===== src/rtl/scroll_latch_sequencer_pkg.sv =====
// Shared types and constants for the scroll latch sequencer.
package scroll_latch_sequencer_pkg;

  typedef enum logic [2:0] {
    IDLE,
    UPDATE,
    SETUP,
    STROBE,
    HOLD,
    HALT
  } seq_state_e;

  localparam int unsigned REG_HLO        = 0;
  localparam int unsigned REG_HHI        = 1;
  localparam int unsigned REG_V          = 2;
  localparam int unsigned REGS_PER_LAYER = 3;
  localparam int unsigned REG_IDX_W      = 2;

  // Data byte for one latch register; h arrives zero-extended to 16 bits.
  function automatic logic [7:0] reg_data(input logic [REG_IDX_W-1:0] r,
                                          input logic [15:0] h,
                                          input logic [7:0] v_lo);
    logic [7:0] d;
    d = 8'h00;
    case (r)
      REG_IDX_W'(REG_HLO): d = h[7:0];
      REG_IDX_W'(REG_HHI): d = h[15:8];
      REG_IDX_W'(REG_V):   d = v_lo;
      default:             d = 8'h00;
    endcase
    return d;
  endfunction

endpackage


===== src/rtl/scroll_latch_sequencer_accum.sv =====
// One scroll accumulator: modular add of a sign-extended step when upd is high.
module scroll_accum #(
  parameter int unsigned SCROLL_W = 9,
  parameter int unsigned STEP_W   = 4
) (
  input  logic                CLK_6M,
  input  logic                rst_n,
  input  logic                upd,
  input  logic [STEP_W-1:0]   step,
  output logic [SCROLL_W-1:0] acc,
  output logic [SCROLL_W-1:0] sum_c
);

  logic signed [STEP_W-1:0] step_s;

  assign step_s = step;
  // Sized cast of a signed operand sign-extends; the add wraps at SCROLL_W bits.
  assign sum_c  = acc + SCROLL_W'(step_s);

  always_ff @(posedge CLK_6M or negedge rst_n) begin
    if (!rst_n) begin
      acc <= '0;
    end else if (upd) begin
      acc <= sum_c;
    end
  end

endmodule


===== src/rtl/scroll_latch_sequencer.sv =====
// Per-vblank scroll update followed by a replay of every layer's registers onto the latch bus.
module scroll_latch_sequencer
  import scroll_latch_sequencer_pkg::*;
#(
  parameter int unsigned NUM_LAYERS  = 2,
  parameter int unsigned SCROLL_W    = 9,
  parameter int unsigned STEP_W      = 4,
  parameter int unsigned ADDR_W      = 13,
  parameter int unsigned LATCH_PULSE = 2,
  parameter int unsigned MAX_FRAMES  = 0
) (
  input  logic                           CLK_6M,
  input  logic                           rst_n,
  input  logic                           nVBLANK,
  input  logic                           enable,
  input  logic [NUM_LAYERS*STEP_W-1:0]   step_h,
  input  logic [NUM_LAYERS*STEP_W-1:0]   step_v,
  output logic [ADDR_W-1:0]              A,
  output logic [7:0]                     D,
  output logic                           nWE,
  output logic [NUM_LAYERS-1:0]          nLATCH,
  output logic [NUM_LAYERS*SCROLL_W-1:0] hscroll,
  output logic [NUM_LAYERS*SCROLL_W-1:0] vscroll,
  output logic [15:0]                    frame_count,
  output logic                           busy,
  output logic                           overrun,
  output logic                           done
);

  localparam int unsigned LAYER_W = (NUM_LAYERS > 1) ? $clog2(NUM_LAYERS) : 1;
  localparam int unsigned CNT_W   = (LATCH_PULSE > 1) ? $clog2(LATCH_PULSE) : 1;

  seq_state_e             state_q, state_d;
  logic [LAYER_W-1:0]     layer_q, layer_d;
  logic [REG_IDX_W-1:0]   reg_q, reg_d;
  logic [CNT_W-1:0]       cnt_q, cnt_d;
  logic                   pending_q, pending_d;
  logic                   vb_prev, vb_start_c, in_seq_c, hit_max_c;
  logic [ADDR_W-1:0]      a_d;
  logic [7:0]             d_d;
  logic                   nwe_d, busy_d, overrun_d, done_d;
  logic [NUM_LAYERS-1:0]  nlatch_d;
  logic [15:0]            fc_d;
  logic [SCROLL_W-1:0]    sel_h_c, sel_v_c;

  logic [SCROLL_W-1:0] h_acc [NUM_LAYERS];
  logic [SCROLL_W-1:0] v_acc [NUM_LAYERS];
  logic [SCROLL_W-1:0] h_sum [NUM_LAYERS];
  logic [SCROLL_W-1:0] v_sum [NUM_LAYERS];

  for (genvar i = 0; i < NUM_LAYERS; i++) begin : g_layer
    scroll_accum #(.SCROLL_W(SCROLL_W), .STEP_W(STEP_W)) u_h (
      .CLK_6M (CLK_6M),
      .rst_n  (rst_n),
      .upd    (state_q == UPDATE),
      .step   (step_h[i*STEP_W +: STEP_W]),
      .acc    (h_acc[i]),
      .sum_c  (h_sum[i])
    );
    scroll_accum #(.SCROLL_W(SCROLL_W), .STEP_W(STEP_W)) u_v (
      .CLK_6M (CLK_6M),
      .rst_n  (rst_n),
      .upd    (state_q == UPDATE),
      .step   (step_v[i*STEP_W +: STEP_W]),
      .acc    (v_acc[i]),
      .sum_c  (v_sum[i])
    );
    assign hscroll[i*SCROLL_W +: SCROLL_W] = h_acc[i];
    assign vscroll[i*SCROLL_W +: SCROLL_W] = v_acc[i];
  end

  assign vb_start_c = vb_prev && !nVBLANK;

  always_ff @(posedge CLK_6M or negedge rst_n) begin
    if (!rst_n) begin
      state_q     <= IDLE;
      layer_q     <= '0;
      reg_q       <= '0;
      cnt_q       <= '0;
      pending_q   <= 1'b0;
      vb_prev     <= 1'b0;
      A           <= '0;
      D           <= '0;
      nWE         <= 1'b1;
      nLATCH      <= '0;
      frame_count <= '0;
      busy        <= 1'b0;
      overrun     <= 1'b0;
      done        <= 1'b0;
    end else begin
      state_q     <= state_d;
      layer_q     <= layer_d;
      reg_q       <= reg_d;
      cnt_q       <= cnt_d;
      pending_q   <= pending_d;
      vb_prev     <= nVBLANK;
      A           <= a_d;
      D           <= d_d;
      nWE         <= nwe_d;
      nLATCH      <= nlatch_d;
      frame_count <= fc_d;
      busy        <= busy_d;
      overrun     <= overrun_d;
      done        <= done_d;
    end
  end

  // Next state plus next values of every registered output.
  always_comb begin
    state_d   = state_q;
    layer_d   = layer_q;
    reg_d     = reg_q;
    cnt_d     = cnt_q;
    pending_d = pending_q;
    overrun_d = overrun;
    fc_d      = frame_count;
    done_d    = done;
    a_d       = A;
    d_d       = D;
    nlatch_d  = '0;
    hit_max_c = 1'b0;
    sel_h_c   = '0;
    sel_v_c   = '0;

    case (state_q)
      IDLE: begin
        if ((vb_start_c || pending_q) && enable && !done) begin
          state_d   = UPDATE;
          pending_d = 1'b0;
        end
      end
      UPDATE: begin
        state_d = SETUP;
        layer_d = '0;
        reg_d   = '0;
      end
      SETUP: begin
        state_d = STROBE;
        cnt_d   = '0;
      end
      STROBE: begin
        if (cnt_q == CNT_W'(LATCH_PULSE - 1)) begin
          state_d = HOLD;
        end else begin
          cnt_d = cnt_q + CNT_W'(1);
        end
      end
      HOLD: begin
        if (reg_q == REG_IDX_W'(REGS_PER_LAYER - 1)) begin
          if (layer_q == LAYER_W'(NUM_LAYERS - 1)) begin
            fc_d      = (frame_count == 16'hFFFF) ? frame_count : frame_count + 16'd1;
            hit_max_c = (MAX_FRAMES != 0) && (fc_d == 16'(MAX_FRAMES));
            state_d   = hit_max_c ? HALT : IDLE;
            done_d    = done || hit_max_c;
          end else begin
            layer_d = layer_q + LAYER_W'(1);
            reg_d   = '0;
            state_d = SETUP;
          end
        end else begin
          reg_d   = reg_q + REG_IDX_W'(1);
          state_d = SETUP;
        end
      end
      HALT:    state_d = HALT;
      default: state_d = IDLE;
    endcase

    // A vblank start arriving mid-sequence is queued; a second one is dropped.
    in_seq_c = (state_q == UPDATE) || (state_q == SETUP) ||
               (state_q == STROBE) || (state_q == HOLD);
    if (vb_start_c && in_seq_c) begin
      if (pending_q) overrun_d = 1'b1;
      pending_d = 1'b1;
    end

    busy_d = (state_d == UPDATE) || (state_d == SETUP) ||
             (state_d == STROBE) || (state_d == HOLD);
    nwe_d  = !busy_d;

    // During UPDATE the accumulators have not yet latched, so use the adder outputs.
    for (int i = 0; i < NUM_LAYERS; i++) begin
      nlatch_d[i] = (state_d == STROBE) && (layer_d == LAYER_W'(i));
      if (layer_d == LAYER_W'(i)) begin
        sel_h_c = (state_q == UPDATE) ? h_sum[i] : h_acc[i];
        sel_v_c = (state_q == UPDATE) ? v_sum[i] : v_acc[i];
      end
    end

    if (state_d == SETUP) begin
      a_d = ADDR_W'(reg_d);
      d_d = reg_data(reg_d, 16'(sel_h_c), 8'(sel_v_c));
    end
  end

endmodule


===== config.mk =====
export PLATFORM = sky130hd
export DESIGN_NAME = scroll_latch_sequencer
export DESIGN_NICKNAME = d
export VERILOG_FILES = /design/src/rtl/scroll_latch_sequencer_pkg.sv /design/src/rtl/scroll_latch_sequencer_accum.sv /design/src/rtl/scroll_latch_sequencer.sv
export SDC_FILE = /design/constraint.sdc
export NUM_CORES = 1
export LEC_CHECK = 0
export CORE_UTILIZATION = 58
export DETAILED_ROUTE_END_ITERATION = 12
export PLACE_DENSITY = 0.87
export RECOVER_POWER = 50
export SYNTH_ARGS = -nofsm -noshare
export SYNTH_HDL_FRONTEND = slang
export SYNTH_HIERARCHICAL = 1
export SYNTH_SLANG_ARGS = --single-unit

===== constraint.sdc =====
create_clock -name CLK_6M -period 4 [get_ports CLK_6M]
set_input_delay 0.6 -clock CLK_6M [delete_from_list [all_inputs] [get_ports CLK_6M]]
set_output_delay 0.6 -clock CLK_6M [all_outputs]
set_load 0.05 [all_outputs]

==> impl_metrics.tcl <==
# collected from the flow reports
set metrics [dict create \
    regToRegStartpoint "state_q[0]$_DFF_PN0_" \
    io_buffer_count 86 \
    clk_latency_ns 0.35 \
    dr.pass1.iters 10 \
    die_width_um 97.64 \
    flop_area_um2 1903 \
    maxSlewViolCount 88 \
    critical_path_class "flop to flop" \
    critPathBufInv 0 \
    clkTransAtPathRegs_ns 0.08 \
    reg2reg_depth 4 \
    critPathArrivalTime_ns 3.52 \
    h-tree-depth 3 \
    wl_per_cell_um 17.10 \
    antenna_found_initial 0 \
    synthCells 519 \
    final-hold-violation-count 0 \
    gp_congestion 0.8816 \
    ctsHoldBuffers 0 \
    clock_skew_ns 0.01053 \
    place_inst 697 \
    min_from "g_layer[0].u_v/acc[8]$_DFFE_PN0P_" \
    holdPathEnd "g_layer[0].u_v/acc[8]$_DFFE_PN0P_" \
    ant_nets 0 \
    crit_required_ns 4.24 \
    logic_area_um2 3133 \
    grt_pass1_vias 4156 \
    core_area_um2 8806 \
    avgSynthCellArea_um2 10.22 \
    slew_headroom_pct -25.67 \
    post-route-util_pct 71.67 \
    period_minus_slack_ns 3.282 \
    cts_resized 0 \
    fin_nets 657 \
    drc 20 \
    n_fill_cell 636 \
    tool_warnings 26 \
    fmax_mhz 304.7 \
    setup_viol 0 \
    crit_family "simple AND/OR/NAND/NOR gates" \
    layout_top_cell "dfrtp_1" \
    via_per_inst 6.069 \
    critPathMaxStageDelay_ns 1.41 \
    rrSetupSlack_ns 0.72 \
    hpwl_mm 8.797 \
    violations "design-rule violations, max-capacitance violations, max-slew violations" \
    drt_iter0_markers 286 \
    status "finished, violations left" \
    fp_util_pct 60.24 \
    clockBufferDepth 2 \
    area_growth_syn_to_layout_pct 18.96 \
    rsz0062_at_grt "false" \
    final_cell_mix "75 x dfrtp_1, 68 x clkdlybuf4s50_1, 51 x nand2_1, 33 x ha_1, 27 x xnor2_1" \
    whs_path_depth 1 \
    grt.total_usage_pct 26.24 \
    stdcell_count 713 \
    cts_buffers 9 \
    grt_overflow 0 \
    drv_cap 2 \
    cts_tree "done" \
    die_area_um2 9534 \
    critPathSlowestCell "nor3b_1" \
    tightest_slew_ns 1.885 \
    gr-max-usage-layer "met2" \
    hp-class "flop to flop" \
    cts_setup_buffers 0 \
    path_cells "nor3b_1 > nand2_2 > a31oi_1 > mux2_2" \
]
[worst max-delay path by stage]
| stage | start | to | slack, ns | cells after the start |
|---|---|---|---|---|
| 6_report | state_q[0]$_DFF_PN0_ | frame_count[1]$_DFFE_PN0P_ | 0.72 | 4 |
| 4_1_cts | state_q[1]$_DFF_PN0_ | g_layer[1].u_h/acc[7]$_DFFE_PN0P_ | 1.10 | 7 |
| 3_5_place_dp | step_h[0] | D[0]$_DFFE_PN0N_ | 0.75 | 12 |
| 3_3_place_gp | step_h[0] | D[0]$_DFFE_PN0N_ | 0.84 | 12 |
| 5_1_grt | state_q[0]$_DFF_PN0_ | frame_count[1]$_DFFE_PN0P_ | 0.52 | 4 |
| 2_1_floorplan | g_layer[0].u_h/acc[0]$_DFFE_PN0P_ | D[0]$_DFFE_PN0N_ | 1.38 | 11 |
[stage by stage]
stage	hold slack (ns)	setup slack (ns)	area, um2
finish	0.4586	0.7175	6311
global route	0.4939	0.5243	6311
CTS	0.4334	1.102	6349
detailed placement	0.4522	0.7485	6151
global placement	0.4564	0.8431	6151
floorplan	0.3044	1.382	5346
[metal layers]
layer / wire [um] / vias up / part of all wire (%)
met3: 667 / 21 / 5.5
met2: 5968 / 167 / 49
met4: 154 / 0 / 1.3
li1: - / 2046 / -
met5: 0 / - / 0
met1: 5404 / 2093 / 44
[sequential cells by signal, summed over array words and instances, names as in the netlist]
register	cells
g_layer.u_h/acc	18
g_layer.u_v/acc	18
frame_count	16
D	8
state_q	3
A	2
nLATCH	2
reg_q	2
busy	1
cnt_q	1
layer_q	1
nWE	1
overrun	1
pending_q	1
vb_prev	1
[area by class of cell]
cell class	instances	share of cell area, %
multi-input combinational	406	49.64
sequential	76	30.15
timing repair buffer	88	13.80
clock inverter	7	1.170
tap	108	2.141
inverter	19	1.130
clock buffer	9	1.963
[worst register-to-register path: cells and delay by family (launching register included)]
kind,cells,cell delay [ns]
and+or+nand+nor,2,1.51
AOI/OAI and AO/OA,1,0.63
DFF,1,0.62
muxes,1,0.41
Figure 1. Metal 1.
(4 px per um) Supply wires on this layer in grey.
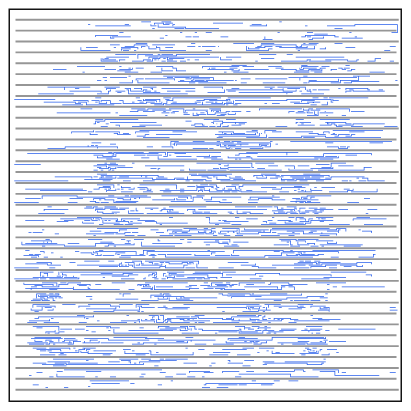
longest straight run: 25.3 um
main direction: horizontal
share of all routed wire: 44%
nets with wire on the layer: 581
Vias: 4,327
GRT met1 Usage: 36.02%
final wirelength: 12.19 mm

Figure 2. Signal wires on met2.
(3 px per um) Cells faint in the background.
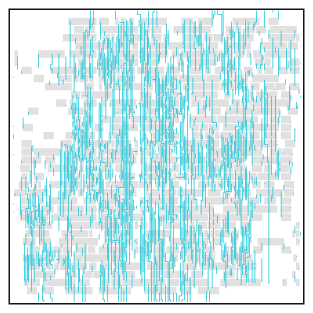
wire length on this layer: 5,970 um
share of all routed wire: 49%
longest straight run: 53.0 um
nets with wire on the layer: 585
met2 Resource Use GR: 43.15%

Figure 3. Met3 routing.
(4 px per um)
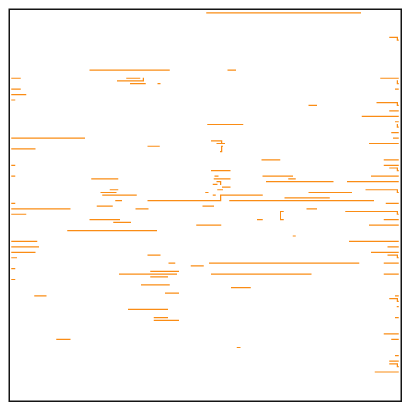
longest straight run: 38.4 um
wire length on this layer: 667 um
main direction: horizontal
share of all routed wire: 5.5%
GR Util met3: 3.597%

